Fig. 1: wiring heat map
The die is cut into 11 by 11 equal tiles; dark blue is low, red is high, scaled to the fullest tile. Values are wire area over tile area, all layers added.
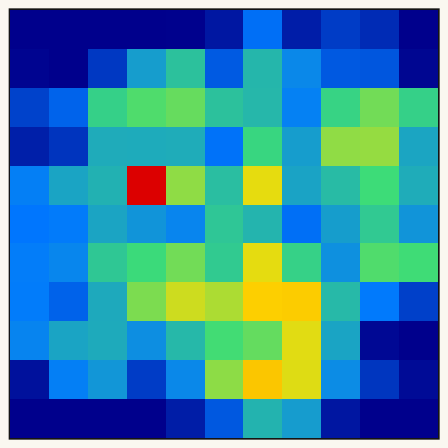
Fig. 2: the clock network
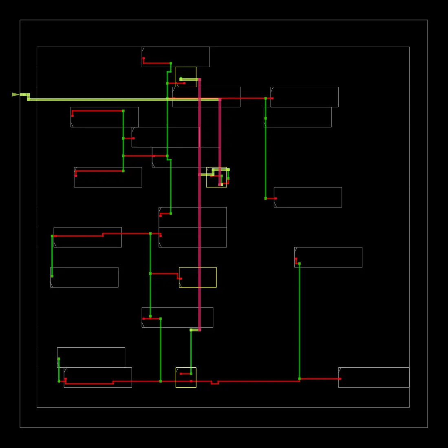
Fig. 3: where the registers sit
Scale bar: 20 um.
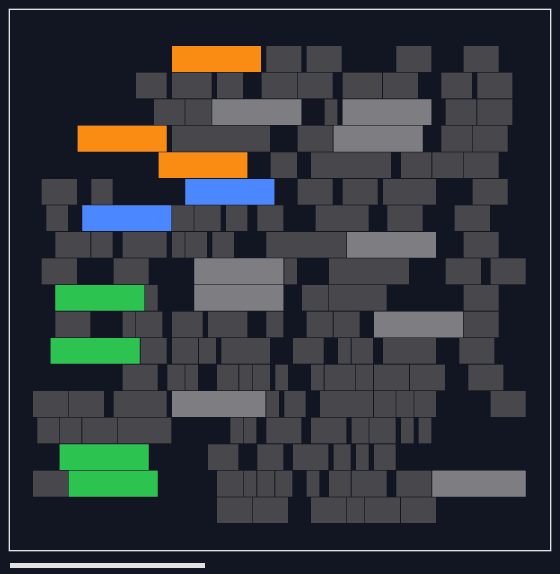
Fig. 4: routed metal, one colour a layer
Two of the layers only.
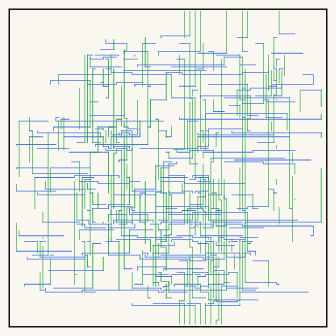
Fig. 5: wires at chosen ports, followed through buffers
Scale bar: 20 um.
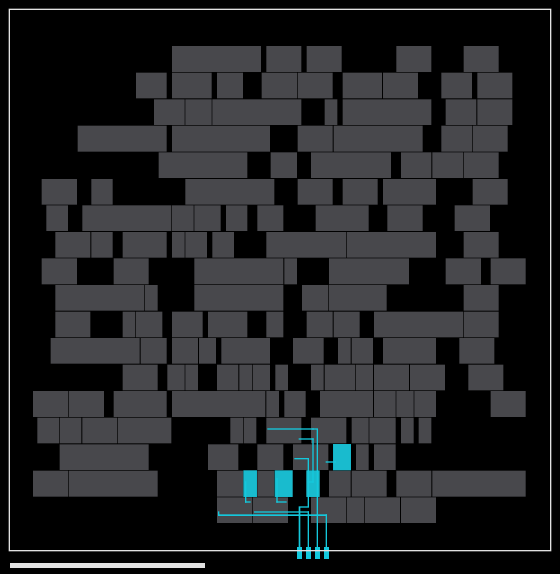
$ cat config.mk
export PLATFORM = sky130hd
export DESIGN_NAME = register_write_arbiter_flat
export DESIGN_NICKNAME = d
export VERILOG_FILES = /design/src/rtl/register_write_arbiter_pkg.sv /design/src/rtl/register_write_arbiter_if.sv /design/src/rtl/register_write_arbiter_rr_pick.sv /design/src/rtl/register_write_arbiter.sv /design/src/flat_wrapper.sv
export SDC_FILE = /design/constraint.sdc
export NUM_CORES = 1
export LEC_CHECK = 0
export ABC_CLOCK_PERIOD_IN_PS = 2500
export CAP_MARGIN = 0
export CORE_MARGIN = 2
export CORE_UTILIZATION = 43
export CTS_CLUSTER_DIAMETER = 30
export DETAILED_ROUTE_END_ITERATION = 12
export PLACE_DENSITY_LB_ADDON = 0.15
export SYNTH_ARGS = -nofsm -noshare
export SYNTH_HDL_FRONTEND = slang
export SYNTH_SLANG_ARGS = --single-unit
$ cat constraint.sdc
create_clock -name clk -period 2.5 [get_ports clk]
set_input_delay 0.25 -clock clk [delete_from_list [all_inputs] [get_ports clk]]
set_output_delay 0.25 -clock clk [all_outputs]
set_load 0.02 [all_outputs]
$ cat src/rtl/register_write_arbiter_pkg.sv
// Shared types and helpers for the register write arbiter.
// Holds the FSM state type and the one-hot grant helper.
package register_arb_pkg;

    localparam int STATE_W = 2;

    typedef enum logic [STATE_W-1:0] {
        IDLE  = 2'd0,
        WRITE = 2'd1,
        CHECK = 2'd2
    } state_e;

    function automatic logic [15:0] onehot(
        input int idx,
        input int n
    );
        logic [15:0] r;
        r = '0;
        if (idx >= 0 && idx < n && idx < 16) begin
            r[idx] = 1'b1;
        end
        return r;
    endfunction

endpackage

$ cat src/rtl/register_write_arbiter_if.sv
// Requester and register-side signals of the write arbiter.
// slave = arbiter side, master = requesters plus the register.
interface register_write_arbiter_if #(
    parameter int N     = 4,
    parameter int WIDTH = 4
);
    logic [N-1:0]       req;
    logic [N-1:0]       lock;
    logic [N*WIDTH-1:0] wdata;
    logic [N-1:0]       gnt;
    logic [N-1:0]       ack;
    logic               err;
    logic               busy;
    logic               update;
    logic [WIDTH-1:0]   new_value;
    logic [WIDTH-1:0]   curr_value;

    modport slave (
        input  req, lock, wdata, curr_value,
        output gnt, ack, err, busy, update, new_value
    );

    modport master (
        output req, lock, wdata, curr_value,
        input  gnt, ack, err, busy, update, new_value
    );
endinterface

$ cat src/rtl/register_write_arbiter_rr_pick.sv
// Combinational round-robin picker.
// Searches upward from ptr+1 using a double-width masked vector.
module register_rr_pick #(
    parameter int N  = 4,
    parameter int PW = (N > 1) ? $clog2(N) : 1
) (
    input  logic [N-1:0]  req,
    input  logic [PW-1:0] ptr,
    output logic          valid,
    output logic [PW-1:0] idx
);
    logic [N-1:0]   mask;
    logic [2*N-1:0] dbl;
    logic           found;

    // Lower copy holds only bits above ptr; upper copy wraps around.
    always_comb begin
        valid = |req;
        idx   = '0;
        found = 1'b0;
        for (int i = 0; i < N; i++) begin
            mask[i] = (i > int'(ptr));
        end
        dbl = {req, req & mask};
        for (int i = 0; i < 2 * N; i++) begin
            if (!found && dbl[i]) begin
                found = 1'b1;
                idx   = PW'(i % N);
            end
        end
    end
endmodule

$ cat src/rtl/register_write_arbiter.sv
// Round-robin write arbiter in front of a single register.
// Each write: grant, update pulse, read-back check, ack.
module register_write_arbiter
    import register_arb_pkg::*;
#(
    parameter int N        = 4,
    parameter int WIDTH    = 4,
    parameter int LOCK_MAX = 4
) (
    input logic clk,
    input logic rst,
    register_write_arbiter_if.slave bus
);
    localparam int PW = (N > 1) ? $clog2(N) : 1;
    localparam int CW = $clog2(LOCK_MAX + 1);

    state_e           state_q, state_d;
    logic [PW-1:0]    ptr_q, ptr_d;
    logic [PW-1:0]    widx_q, widx_d;
    logic [CW-1:0]    lcnt_q, lcnt_d;
    logic [N-1:0]     gnt_q, gnt_d;
    logic             update_q, update_d;
    logic [WIDTH-1:0] nv_q, nv_d;

    logic             pick_valid;
    logic [PW-1:0]    pick_idx;
    logic [15:0]      oh;
    logic             cont;

    register_rr_pick #(
        .N  (N),
        .PW (PW)
    ) u_pick (
        .req   (bus.req),
        .ptr   (ptr_q),
        .valid (pick_valid),
        .idx   (pick_idx)
    );

    // Next-state, datapath latch and lock counter.
    always_comb begin
        state_d  = state_q;
        ptr_d    = ptr_q;
        widx_d   = widx_q;
        lcnt_d   = lcnt_q;
        gnt_d    = gnt_q;
        update_d = 1'b0;
        nv_d     = nv_q;
        oh       = onehot(int'(pick_idx), N);
        cont     = 1'b0;
        unique case (state_q)
            IDLE: begin
                if (pick_valid) begin
                    widx_d   = pick_idx;
                    nv_d     = bus.wdata[pick_idx*WIDTH +: WIDTH];
                    gnt_d    = oh[N-1:0];
                    update_d = 1'b1;
                    state_d  = WRITE;
                end
            end
            WRITE: begin
                state_d = CHECK;
            end
            CHECK: begin
                ptr_d = widx_q;
                cont  = bus.lock[widx_q] && bus.req[widx_q]
                     && (int'(lcnt_q) < LOCK_MAX - 1);
                if (cont) begin
                    lcnt_d   = lcnt_q + 1'b1;
                    nv_d     = bus.wdata[widx_q*WIDTH +: WIDTH];
                    update_d = 1'b1;
                    state_d  = WRITE;
                end else begin
                    lcnt_d  = '0;
                    gnt_d   = '0;
                    state_d = IDLE;
                end
            end
            default: begin
                state_d = IDLE;
            end
        endcase
    end

    // State registers; requester 0 gets first priority after reset.
    always_ff @(posedge clk or posedge rst) begin
        if (rst) begin
            state_q  <= IDLE;
            ptr_q    <= PW'(N - 1);
            widx_q   <= '0;
            lcnt_q   <= '0;
            gnt_q    <= '0;
            update_q <= 1'b0;
            nv_q     <= '0;
        end else begin
            state_q  <= state_d;
            ptr_q    <= ptr_d;
            widx_q   <= widx_d;
            lcnt_q   <= lcnt_d;
            gnt_q    <= gnt_d;
            update_q <= update_d;
            nv_q     <= nv_d;
        end
    end

    assign bus.gnt       = gnt_q;
    assign bus.update    = update_q;
    assign bus.new_value = nv_q;
    assign bus.busy      = (state_q != IDLE);
    assign bus.ack       = (state_q == CHECK) ? gnt_q : '0;
    assign bus.err       = (state_q == CHECK)
                        && (bus.curr_value != nv_q);
endmodule

$ cat src/flat_wrapper.sv
// flat-port wrapper written by rule: the top's interface ports become plain ports
module register_write_arbiter_flat import register_arb_pkg::*;
#(
    parameter int N        = 4,
    parameter int WIDTH    = 4,
    parameter int LOCK_MAX = 4
)
  (clk, rst, bus_req, bus_lock, bus_wdata, bus_curr_value, bus_gnt, bus_ack, bus_err, bus_busy, bus_update, bus_new_value);
  register_write_arbiter_if #(.N(N), .WIDTH(WIDTH)) bus_i ();
  input logic clk;
  input logic rst;
  input wire logic [$bits(bus_i.req)-1:0] bus_req;
  input wire logic [$bits(bus_i.lock)-1:0] bus_lock;
  input wire logic [$bits(bus_i.wdata)-1:0] bus_wdata;
  input wire logic [$bits(bus_i.curr_value)-1:0] bus_curr_value;
  output wire logic [$bits(bus_i.gnt)-1:0] bus_gnt;
  output wire logic [$bits(bus_i.ack)-1:0] bus_ack;
  output wire logic [$bits(bus_i.err)-1:0] bus_err;
  output wire logic [$bits(bus_i.busy)-1:0] bus_busy;
  output wire logic [$bits(bus_i.update)-1:0] bus_update;
  output wire logic [$bits(bus_i.new_value)-1:0] bus_new_value;
  assign bus_i.req = bus_req;
  assign bus_i.lock = bus_lock;
  assign bus_i.wdata = bus_wdata;
  assign bus_i.curr_value = bus_curr_value;
  assign bus_gnt = bus_i.gnt;
  assign bus_ack = bus_i.ack;
  assign bus_err = bus_i.err;
  assign bus_busy = bus_i.busy;
  assign bus_update = bus_i.update;
  assign bus_new_value = bus_i.new_value;
  register_write_arbiter #(.N(N), .WIDTH(WIDTH), .LOCK_MAX(LOCK_MAX)) u_core (.clk(clk), .rst(rst), .bus(bus_i));
endmodule
==> reports/results.tsv <==
stage	metric	value	unit
outcome	outcome	completed	
global_routing	global-route wire length before repair	5.112	mm
power	Top Consumer	combinational logic	
final_timing	Slew Viols, Final	0	
placement	HPWL after DPL	2.250	mm
floorplanning	Floorplan Core Area	2477	um^2
power	share of total power in sequential cells	0.303	
yosys	sequential cell area fraction in the yosys report	0.3996	
clocking	insertion delay to the later sink of the worst-skew pair	0.31	ns
final_timing	share of the clock period used by the worst path	0.8665	
finish	combinational share of cell area	0.3944	
finish	count of clock-net buffers in the final layout	4	
power	P_seq	0.000570	W
worst_setup_path	Worst Path Buf+Inv	2	
finish	final instance count without filler cells	181	
route	Via Count	992	
finish	sequential cell area	452.9	um^2
global_routing	global-route usage over all layers	0.2126	
route	met3 WL post-DR	198	um
route	per-cell routed wire length	16.41	um
Back to the opening pictures, Fig. 1:
mean over tiles: 0.16
tiles over half the peak: 20%
fullest tile: 0.49
nearly empty tiles: 14%
densest ninth of the die: centre

Back to the opening pictures, Fig. 2:
num sequential: 18
number of clock sinks seen by CTS: 18
Num CTS Buffers: 3
worst setup skew after layout: 0.006911 ns
power attributed to the clock group: 0.000193 W

Back to the opening pictures, Fig. 3:
[u_core.state_q] blue | sequential cells: 2
[u_core.bus.gnt] green | sequential cells: 4
[u_core.lcnt_q] orange | sequential cells: 3
not coloured: 9

Back to the opening pictures, Fig. 4:
[met1] blue | wire length: 1350 um
[met2] green | wire length: 1380 um

Back to the opening pictures, Fig. 5:
[bus_lock] cyan | direction: input | end cells: 4 | buffers: 4 | wire: 65.1 um

## logic make-up (layout without fill, tap and decap cells)
group	after synthesis	after routing	synth area share
AND-OR/OR-AND	22	22	0.1667
multiplexers	13	13	0.1733
flip-flops	18	18	0.3996
buffers and inverters	6	53	0.02758
XOR/XNOR	4	4	0.03090
adder cells (fa/ha/maj)	1	1	0.01104
AND/OR/NAND/NOR	40	40	0.1909
## worst min-delay path by stage
stage          slack [ns]                 endpoint  depth (start not counted)
3_3_place_gp         0.46          u_core.ptr_q[0]                          2
3_5_place_dp         0.46          u_core.ptr_q[0]                          2
6_report             0.35  u_core.bus.new_value[3]                          2
4_1_cts              0.35  u_core.bus.new_value[3]                          2
5_1_grt              0.40         u_core.widx_q[1]                          2
2_1_floorplan        0.19        u_core.bus.gnt[0]                          1
Power and IR drop assume default switching activity.
